Run 1, placement view:
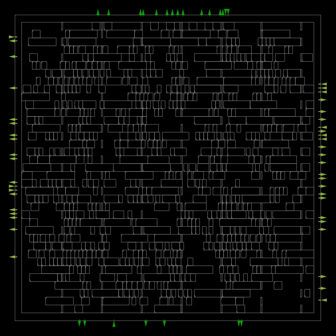
Run 1, clock wires, drivers and flops:
Bar = 20 µm.
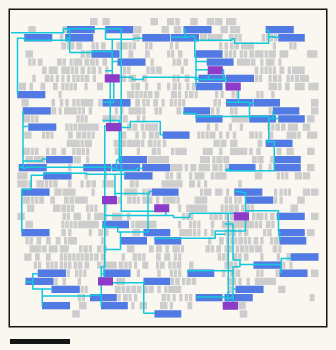
Run 1, met3 routing:
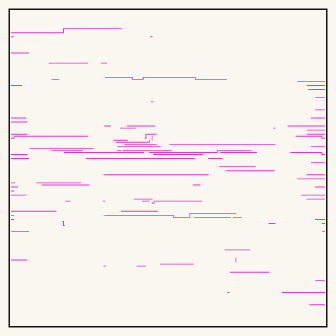
Run 1, cell density map:
11 x 11 tiles, from white (low) to dark blue (high), 0 to 100% covered.
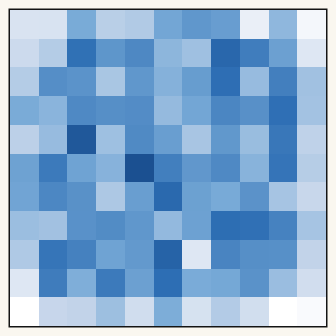
<file path="src/rtl/obstacle_manager.sv">
// Obstacle field manager: NUM_OBS slots that spawn, scroll left and despawn on the game tick, with a speed ramp.
// Latency: one cycle; every output is registered and reflects a qualifying game_tick on the following cycle.
// Backpressure: none; game_frozen stalls all state, and game_start restarts the field over tick or freeze.
module obstacle_manager #(
    parameter int NUM_OBS    = 4,
    parameter int CONV       = 2,
    parameter int X_START    = 160,
    parameter int SPAWN_LINE = 70,
    parameter int MIN_GAP    = 20,
    parameter int NUM_TYPES  = 6,
    parameter int SPEED_INIT = 1,
    parameter int SPEED_MAX  = 4,
    parameter int RAMP_TICKS = 600
) (
    input  logic                          clk,
    input  logic                          rst_n,
    input  logic                          game_tick,
    input  logic                          game_start,
    input  logic                          game_frozen,
    input  logic [7:0]                    rng,
    output logic [NUM_OBS*(10-CONV)-1:0]  obs_pos,
    output logic [NUM_OBS*3-1:0]          obs_type,
    output logic [NUM_OBS-1:0]            obs_active,
    output logic [2:0]                    speed,
    output logic                          spawn_pulse
);

    localparam int POS_W  = 10 - CONV;
    localparam int TYPE_W = 3;
    localparam int SPD_W  = 3;
    localparam int IDX_W  = (NUM_OBS > 1) ? $clog2(NUM_OBS) : 1;
    // Countdown must hold MIN_GAP plus the largest random extra (31).
    localparam int CD_W   = $clog2(MIN_GAP + 32);
    localparam int RAMP_W = (RAMP_TICKS > 1) ? $clog2(RAMP_TICKS) : 1;

    localparam logic [POS_W-1:0]  POS_OFF      = '1;
    localparam logic [POS_W-1:0]  X_START_P    = POS_W'(X_START);
    localparam logic [POS_W-1:0]  SPAWN_LINE_P = POS_W'(SPAWN_LINE);
    localparam logic [CD_W-1:0]   MIN_GAP_P    = CD_W'(MIN_GAP);
    localparam logic [SPD_W-1:0]  SPEED_INIT_P = SPD_W'(SPEED_INIT);
    localparam logic [SPD_W-1:0]  SPEED_MAX_P  = SPD_W'(SPEED_MAX);
    localparam logic [RAMP_W-1:0] RAMP_LAST    = RAMP_W'(RAMP_TICKS - 1);
    localparam logic [TYPE_W:0]   NUM_TYPES_P  = 4'(NUM_TYPES);

    typedef struct packed {
        logic              active;
        logic [POS_W-1:0]  pos;
        logic [TYPE_W-1:0] kind;
    } slot_t;

    localparam slot_t SLOT_IDLE = '{active: 1'b0, pos: POS_OFF, kind: '0};

    slot_t             slot_q [NUM_OBS];
    slot_t             slot_d [NUM_OBS];
    logic [CD_W-1:0]   cd_q, cd_d;
    logic [RAMP_W-1:0] ramp_q, ramp_d;
    logic [SPD_W-1:0]  speed_q, speed_d;
    logic              pulse_q, pulse_d;

    logic [POS_W-1:0]  speed_ext;
    logic              free_found;
    logic [IDX_W-1:0]  free_idx;
    logic              line_clear;
    logic              spawn_go;
    logic [TYPE_W-1:0] spawn_kind;
    logic [CD_W-1:0]   cd_reload;

    assign speed_ext = POS_W'(speed_q);

    // Types 0..NUM_TYPES-1 pass through; the few codes above fold back down by NUM_TYPES.
    assign spawn_kind = ({1'b0, rng[2:0]} < NUM_TYPES_P) ? rng[2:0]
                                                         : rng[2:0] - NUM_TYPES_P[TYPE_W-1:0];
    assign cd_reload  = MIN_GAP_P + CD_W'(rng[7:3]);

    // Spawn qualification from the pre-tick state: lowest free slot and clear spawn line.
    always_comb begin
        free_found = 1'b0;
        free_idx   = '0;
        line_clear = 1'b1;
        for (int i = 0; i < NUM_OBS; i++) begin
            if (!slot_q[i].active) begin
                if (!free_found) begin
                    free_found = 1'b1;
                    free_idx   = IDX_W'(i);
                end
            end else if (slot_q[i].pos > SPAWN_LINE_P) begin
                line_clear = 1'b0;
            end
        end
        spawn_go = (cd_q == '0) && free_found && line_clear;
    end

    // Next-state: restart beats freeze, freeze beats tick; a tick scrolls, spawns and ramps.
    always_comb begin
        slot_d  = slot_q;
        cd_d    = cd_q;
        ramp_d  = ramp_q;
        speed_d = speed_q;
        pulse_d = 1'b0;
        if (game_start) begin
            for (int i = 0; i < NUM_OBS; i++) begin
                slot_d[i] = SLOT_IDLE;
            end
            cd_d    = MIN_GAP_P;
            ramp_d  = '0;
            speed_d = SPEED_INIT_P;
        end else if (!game_frozen && game_tick) begin
            for (int i = 0; i < NUM_OBS; i++) begin
                if (slot_q[i].active) begin
                    // Left-edge despawn; the slot stays unusable until the next tick.
                    if (slot_q[i].pos < speed_ext) begin
                        slot_d[i].active = 1'b0;
                        slot_d[i].pos    = POS_OFF;
                    end else begin
                        slot_d[i].pos = slot_q[i].pos - speed_ext;
                    end
                end else if (spawn_go && (free_idx == IDX_W'(i))) begin
                    slot_d[i].active = 1'b1;
                    slot_d[i].pos    = X_START_P;
                    slot_d[i].kind   = spawn_kind;
                end
            end
            // With every slot full the countdown parks at zero so spawn retries each tick.
            if (spawn_go) begin
                cd_d = cd_reload;
            end else if (cd_q != '0) begin
                cd_d = cd_q - CD_W'(1);
            end
            pulse_d = spawn_go;
            // New speed only moves obstacles from the next tick onward.
            if (ramp_q == RAMP_LAST) begin
                ramp_d = '0;
                if (speed_q < SPEED_MAX_P) begin
                    speed_d = speed_q + SPD_W'(1);
                end
            end else begin
                ramp_d = ramp_q + RAMP_W'(1);
            end
        end
    end

    // State registers with asynchronous clear.
    always_ff @(posedge clk or negedge rst_n) begin
        if (!rst_n) begin
            for (int i = 0; i < NUM_OBS; i++) begin
                slot_q[i] <= SLOT_IDLE;
            end
            cd_q    <= MIN_GAP_P;
            ramp_q  <= '0;
            speed_q <= SPEED_INIT_P;
            pulse_q <= 1'b0;
        end else begin
            for (int i = 0; i < NUM_OBS; i++) begin
                slot_q[i] <= slot_d[i];
            end
            cd_q    <= cd_d;
            ramp_q  <= ramp_d;
            speed_q <= speed_d;
            pulse_q <= pulse_d;
        end
    end

    // Flatten slot registers onto the packed output buses.
    always_comb begin
        obs_pos    = '0;
        obs_type   = '0;
        obs_active = '0;
        for (int i = 0; i < NUM_OBS; i++) begin
            obs_pos[i*POS_W +: POS_W]   = slot_q[i].pos;
            obs_type[i*TYPE_W +: TYPE_W] = slot_q[i].kind;
            obs_active[i]               = slot_q[i].active;
        end
    end

    assign speed       = speed_q;
    assign spawn_pulse = pulse_q;

endmodule

</file>
<file path="config.mk">
export PLATFORM = sky130hd
export DESIGN_NAME = obstacle_manager
export DESIGN_NICKNAME = d
export VERILOG_FILES = /design/src/rtl/obstacle_manager.sv
export SDC_FILE = /design/constraint.sdc
export NUM_CORES = 1
export LEC_CHECK = 0
export ABC_AREA = 1
export CORE_MARGIN = 2
export CORE_UTILIZATION = 45
export CTS_CLUSTER_SIZE = 30
export DETAILED_ROUTE_END_ITERATION = 8
export PLACE_DENSITY_LB_ADDON = 0.05
export SLEW_MARGIN = 20
export SYNTH_ARGS = -nofsm -noshare
export SYNTH_HDL_FRONTEND = slang
export SYNTH_SLANG_ARGS = --single-unit
export TNS_END_PERCENT = 100
</file>
<file path="constraint.sdc">
create_clock -name clk -period 2.7 [get_ports clk]
set_input_delay 0.27 -clock clk [delete_from_list [all_inputs] [get_ports clk]]
set_output_delay 0.27 -clock clk [all_outputs]
set_load 0.1 [all_outputs]
</file>
==> results.cfg, run 1 <==
; generated from flow reports
[logic_synthesis]
netlist_instances = 668
yosysTopAreaCellShare = 0.197
yosysCellCount = 668
yosys.area_share.simple = 0.390
synth.cell_area_mm2 = 0.00467
syn_avg_cell_area_um2 = 6.99
fp_nets = 702
synth_cell_types = 34
synth_top_cell_by_area = dfstp_2
ys.flops = 68
ys_seq_frac = 0.374
ys_sh_mux = 0
yosys-stat-area_mm2 = 0.00467
synthArstFlopShare = 1.00
edf_count = 0
aoi_share = 0.0718
adder_share = 0.0627
ff_type = dfstp_2

[routing]
vias = 4427
ant_nets = 0
route.detailed.drc = 0
post_drt_wl_per_cell_um = 13.9
dr.pass1.iters = 5
via_per_inst = 5.05
drt_first_iter_violations = 275

[global_routing]
grt_pass1_vias = 4151
grt_pass1_wl_um = 20300
grt_antenna_before_repair = 0
grt_max_degree = 36
grt-ovfl-total = 0
grt.total_usage = 0.231

[setup_path]
crit-reg2reg-capture = obs_pos[8]$_DFFE_PN1P_
critical_path.top_delay_family = simple AND/OR/NAND/NOR gates
slowest_stage = dfstp_2
cp_common_cell = nand2_1
cp.depth = 10
path_max_fanout = 8
path_buffers = 1
cp_cell_sequence = ha_1, inv_1, fa_1, nand2_1, nand2_1, nor3_1, nand3_1, o211ai_1, nand3_1, nand2_1
endpoint_kind = flip-flop
worst_r2r_path_depth = 10
critPathRequiredTime_ns = 3.01
critical-path-max-stage-delay_ns = 0.63
arrival_ns = 2.77
crit_type = reg2reg

[clocking]
hold_buffers = 0
cts_buffers = 9
clockBufferDepth = 2
htreeDepth = 3
insertion_delay_ns = 0.36
clkTransAtPathRegs_ns = 0.08
cts_setup_buffers = 0
cts_tree = done
post_cts_resized = 0

[floorplan]
ios = 65
die_h_um = 106
fp_util = 0.458

[cells_and_area]
nets = 770
area_delta_synth_final_pct = 19.2
antenna-diode-count = 0
layout-drive-gt1-share = 0.188
fin_area_mm2 = 0.00557
layout_top_cell_excl_fill_tap = nand2_1
lay_top_cells = nand2_1, nand3_1, inv_1

[final_timing]
period_used_share = 0.912
rsz0062_at_grt = no
fmax_mhz = 406
setup_violations = 0
finalSetupTns_ns = 0
fin_skew_ns = 0.00919
hold_viol = 0
slew_headroom = 0.459
worst_pin_slew_ns = 0.812
min_period_ns = 2.46

[placement]
hpwl_um = 8870
dpl-instance-area_mm2 = 0.00536
io_buffers = 64
dp_cells = 861

[outcome]
outcome = finished, final reports clean

[pwr]
pwr-share-seq = 0.338
p_switching_uw = 1950
p_int_uw = 2190
power_density_mw_per_mm2 = 744
p_leak_uw = 0.00287
swShare = 0.471
ir_worst_vdd_mv = 0.370
clkPwrFrac = 0.221
fin_total_pwr_uw = 4140
pwr-share-comb = 0.442

[min_path]
hp-class = in2async

[flow_run]
tool_warnings = 27
max-cap-violations = 0
## Picture notes: 'placement view'
filler-free cell count of the finished design: 877
number of sequential cells: 68
Core Region: 0.0102 mm²
# rows: 37

## Picture notes: 'clock wires, drivers and flops'
Key: cyan = clock wires [length 1090 µm]; purple = clock drivers [count 9]; blue = flip-flops [count 68]
Position of the flops: spread over the die. There are 10 routed clock nets.

## Picture notes: 'met3 routing'
The layer holds 7.0% of the routed length. The layer carries 854 µm of wire. The wires run mostly horizontal. The longest straight run is 36.3 µm. 77 nets have wire on it.

## Picture notes: 'cell density map'
1.7% of the tiles are nearly empty. The densest ninth of the die: centre. The fullest tile reaches 87%. 5.0% of the tiles are over 75% full.

## run 1: cell type report
class / instances / area, µm²
Sequential cell: 68 / 1750
Multi-Input combinational cell: 510 / 2560
Inverter: 74 / 278
Clock inverter: 4 / 46.3
Clock buffer: 12 / 165
Fill cell: 994 / 4620
Tap cell: 136 / 170
Timing Repair Buffer: 73 / 598
## run 1: synth_stat cells (7+ instances only)
master	number
dfrtp_1	33
clkbuf_1	8
xor2_1	11
nand3_1	79
nor3_1	8
o21ai_0	33
nand2_1	240
nor2_1	59
inv_1	70
a21oi_1	16
nand4_1	7
ha_1	17
dfstp_2	35
## run 1: metrics by stage
stage / hold WS (ns) / setup WS [ns]
2_1_floorplan: -0.0256 / 0.188
3_3_place_gp: 0.405 / 0.400
3_5_place_dp: 0.413 / 0.310
4_1_cts: 0.0223 / 0.271
5_1_grt: 0.0770 / 0.00436
6_report: 0.00414 / 0.237
## run 1: power by group through the flow
stage | clock network, µW | logic, µW | registers [µW]
after floorplan | 0 | 776 | 2070
after global placement | 0 | 1810 | 1410
after detailed placement | 0 | 1830 | 1410
after CTS | 943 | 1840 | 1400
after global routing | 973 | 2010 | 1430
final | 915 | 1830 | 1400
## run 1: sequential cells by signal, indices dropped and copies added (netlist names)
register,cells
speed,3
cd_q,6
spawn_pulse,1
obs_type,12
obs_active,4
ramp_q,10
obs_pos,32
## run 1: worst reg2reg max path, cell delays in order, from the launching register on
cell and delay, ns:
dfstp_2 0.63, ha_1 0.20, inv_1 0.06, fa_1 0.42, nand2_1 0.10, nand2_1 0.07, nor3_1 0.30, nand3_1 0.29
o211ai_1 0.18, nand3_1 0.09, nand2_1 0.07
## run 1: layer usage
metal,wire [µm],GRT usage,part of all wire
met3,853,0.0476,0.070
met4,204,0.0818,0.017
met5,0,0,0
met1,5580,0.313,0.46
met2,5570,0.368,0.46
## Run 2: what changed since run 1
--- a/config.mk
+++ b/config.mk
@@ -6,7 +6,6 @@
 export NUM_CORES = 1
 export LEC_CHECK = 0
 export ABC_AREA = 1
-export CORE_MARGIN = 2
 export CORE_UTILIZATION = 45
 export CTS_CLUSTER_SIZE = 30
 export DETAILED_ROUTE_END_ITERATION = 8
Run 2, clock wires, drivers and flops:
Bar = 20 µm.
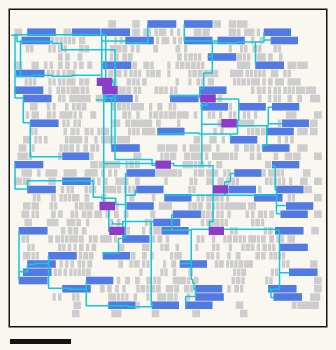
Key: blue = flip-flops [count 68]; purple = clock drivers [count 9]; cyan = clock wires [length 1040 µm]
Position of the flops: spread over the die. There are 10 routed clock nets.

Run 2, placement view:
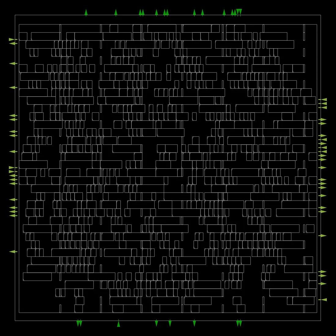
flop share of the area: 0.316
Core Util, Final: 0.557

==> results.cfg, run 2 <==
; generated from flow reports
[cells_and_area]
comb_area_mm2 = 0.00256
dominant_cells = logic gates
antenna-diode-count = 0
num-nonclk-buffers = 74
fin_area_mm2 = 0.00552
signal_buffer_area_fraction = 0.108
lay_top_cells = nand2_1, nand3_1, inv_1
comb_share = 0.465
layout-drive-gt1-share = 0.187
fill_cells = 998
comb_cells = 510
area_delta_synth_final_pct = 18.2
seqCellArea_mm2 = 0.00175
inverters = 74
largest_reg_flops = 32
clkCellAreaFrac = 0.0306
nets = 771
flops = 68
n_clock_buffer = 11

[final_timing]
setup_violations = 0
hold_viol = 0
fin_ws_ns = 0.299
period_used_share = 0.889
slew_headroom = 0.648
rsz0062_at_grt = no
finalSetupTns_ns = 0
fin_hold_ws_ns = 0.471
worst_pin_slew_ns = 0.527
min_period_ns = 2.40
fmax_mhz = 417

[pwr]
ir_worst_vdd_mv = 0.400
p_seq_uw = 1400
powerComb_uw = 1830
p_switching_uw = 1950
powerClk_uw = 764
pwr-share-seq = 0.351
clkPwrFrac = 0.191
p_leak_uw = 0.00285
p_int_uw = 2040
power_density_mw_per_mm2 = 723
power_leader = combinational cells
pwr-share-comb = 0.458
swShare = 0.488

[flow_run]
max-cap-violations = 0
tool_warnings = 27

[setup_path]
path_max_fanout = 8
critical_path.top_delay_family = simple AND/OR/NAND/NOR gates
arrival_ns = 2.69
cp_common_cell = nand2_1
critical-path-max-stage-delay_ns = 0.62
cp_cell_sequence = ha_1, inv_1, fa_1, nand2_1, nand2_1, nor3_1, nand3_1, o211ai_1, nand3_1, nand2_1
endpoint_kind = flip-flop
path_buffers = 1
crit_type = reg2reg
slowest_stage = dfstp_2
critPathRequiredTime_ns = 2.99

[floorplan]
die_h_um = 104
core.rowCount = 36
n_tap_cell = 133
fp_util = 0.471
ios = 65
chipArea_mm2 = 0.0108
coreArea_mm2 = 0.00991

[logic_synthesis]
ff_type = dfstp_2
yosysTopAreaCellShare = 0.197
common_cells = nand2_1, nand3_1, inv_1
synthArstFlopShare = 1.00
ys.flops = 68
top_cell = nand2_1
synth_cell_types = 34
fp_nets = 702
yosys-stat-area_mm2 = 0.00467
ys_seq_frac = 0.374
synth.cell_area_mm2 = 0.00467
yosysCellCount = 668
synth_top_cell_by_area = dfstp_2
syn_avg_cell_area_um2 = 6.99
edf_count = 0
netlist_instances = 668

[routing]
ant_nets = 0
post_drt_wl_per_cell_um = 14.0
vias = 4505
route.detailed.drc = 0
dr.pass1.iters = 5
via_per_inst = 5.15
drt_first_iter_violations = 222

[placement]
dp_slack_ns = 0.341
io_buffers = 64
dpl-instance-area_mm2 = 0.00534
hpwl_um = 9030

[clocking]
cts.sinks = 68
hold_buffers = 1
cts_tree = done
cts_buffers = 9
clkTransAtPathRegs_ns = 0.08
post_cts_resized = 0
insertion_delay_ns = 0.35
htreeDepth = 3
clockBufferDepth = 2
cts_setup_buffers = 0

[global_routing]
grt-ovfl-total = 0
grt_max_degree = 69
grt_pass1_wl_um = 20900
grt_pass1_vias = 4326
grt_antenna_before_repair = 0

[min_path]
hp-class = in2async

[outcome]
outcome = finished, final reports clean
-- run 2: cell counts after synthesis --
Identical to the previous run, type by type.
-- run 2: cell families (layout without fill, tap and decap cells) --
group,count (synthesis),after routing,synth area share
buffers and inverters,90,164,0.0772
adder cells (fa/ha/maj),21,21,0.0627
AND/OR/NAND/NOR,416,416,0.390
AND-OR/OR-AND,60,60,0.0718
XOR/XNOR,13,13,0.0244
flip-flops,68,68,0.374
-- run 2: path summary, 6_finish.rpt --
check / to / slack [ns] / cells past startpoint
worst min-delay path: ramp_q[3]$_DFFE_PN0P_ / 0.47 / 3
max in group asynchronous: speed[0]$_DFFE_PN1P_ / 1.86 / 3
worst min register to register: obs_type[0]$_DFFE_PN0P_ / 0.47 / 2
worst max register to register: obs_pos[8]$_DFFE_PN1P_ / 0.30 / 10
min in group clk: obs_type[0]$_DFFE_PN0P_ / 0.47 / 2
worst max-delay path: obs_pos[8]$_DFFE_PN1P_ / 0.30 / 10
-- run 2: per-stage QoR --
step | utilization | power, µW | instances
after floorplan | - | 2850 | 668
after global placement | 0.539 | 3210 | 858
after detailed placement | 0.539 | 3240 | 858
after CTS | 0.557 | 4020 | 875
after global routing | 0.557 | 4240 | 875
final | 0.557 | 3990 | 875
-- run 2: per-layer routing --
metal  part of all wire  vias up  wire (µm)  GRT usage
met4              0.017        0        206     0.0755
met5                  0        -          0          0
met3              0.049       19        604     0.0320
li1                   -     2266          -          -
met2               0.45      127       5590      0.387
met1               0.48     2093       5880      0.331
-- run 2: worst register-to-register path: cells and delay by family, from the launching register on --
kind                     cells  cell delay, ns
adder cells (fa/ha/maj)      2            0.59
AND/OR/NAND/NOR              6            0.91
AND-OR/OR-AND                1            0.17
flip-flops                   1            0.62
buffers and inverters        1            0.06
Power and IR drop assume default switching activity.
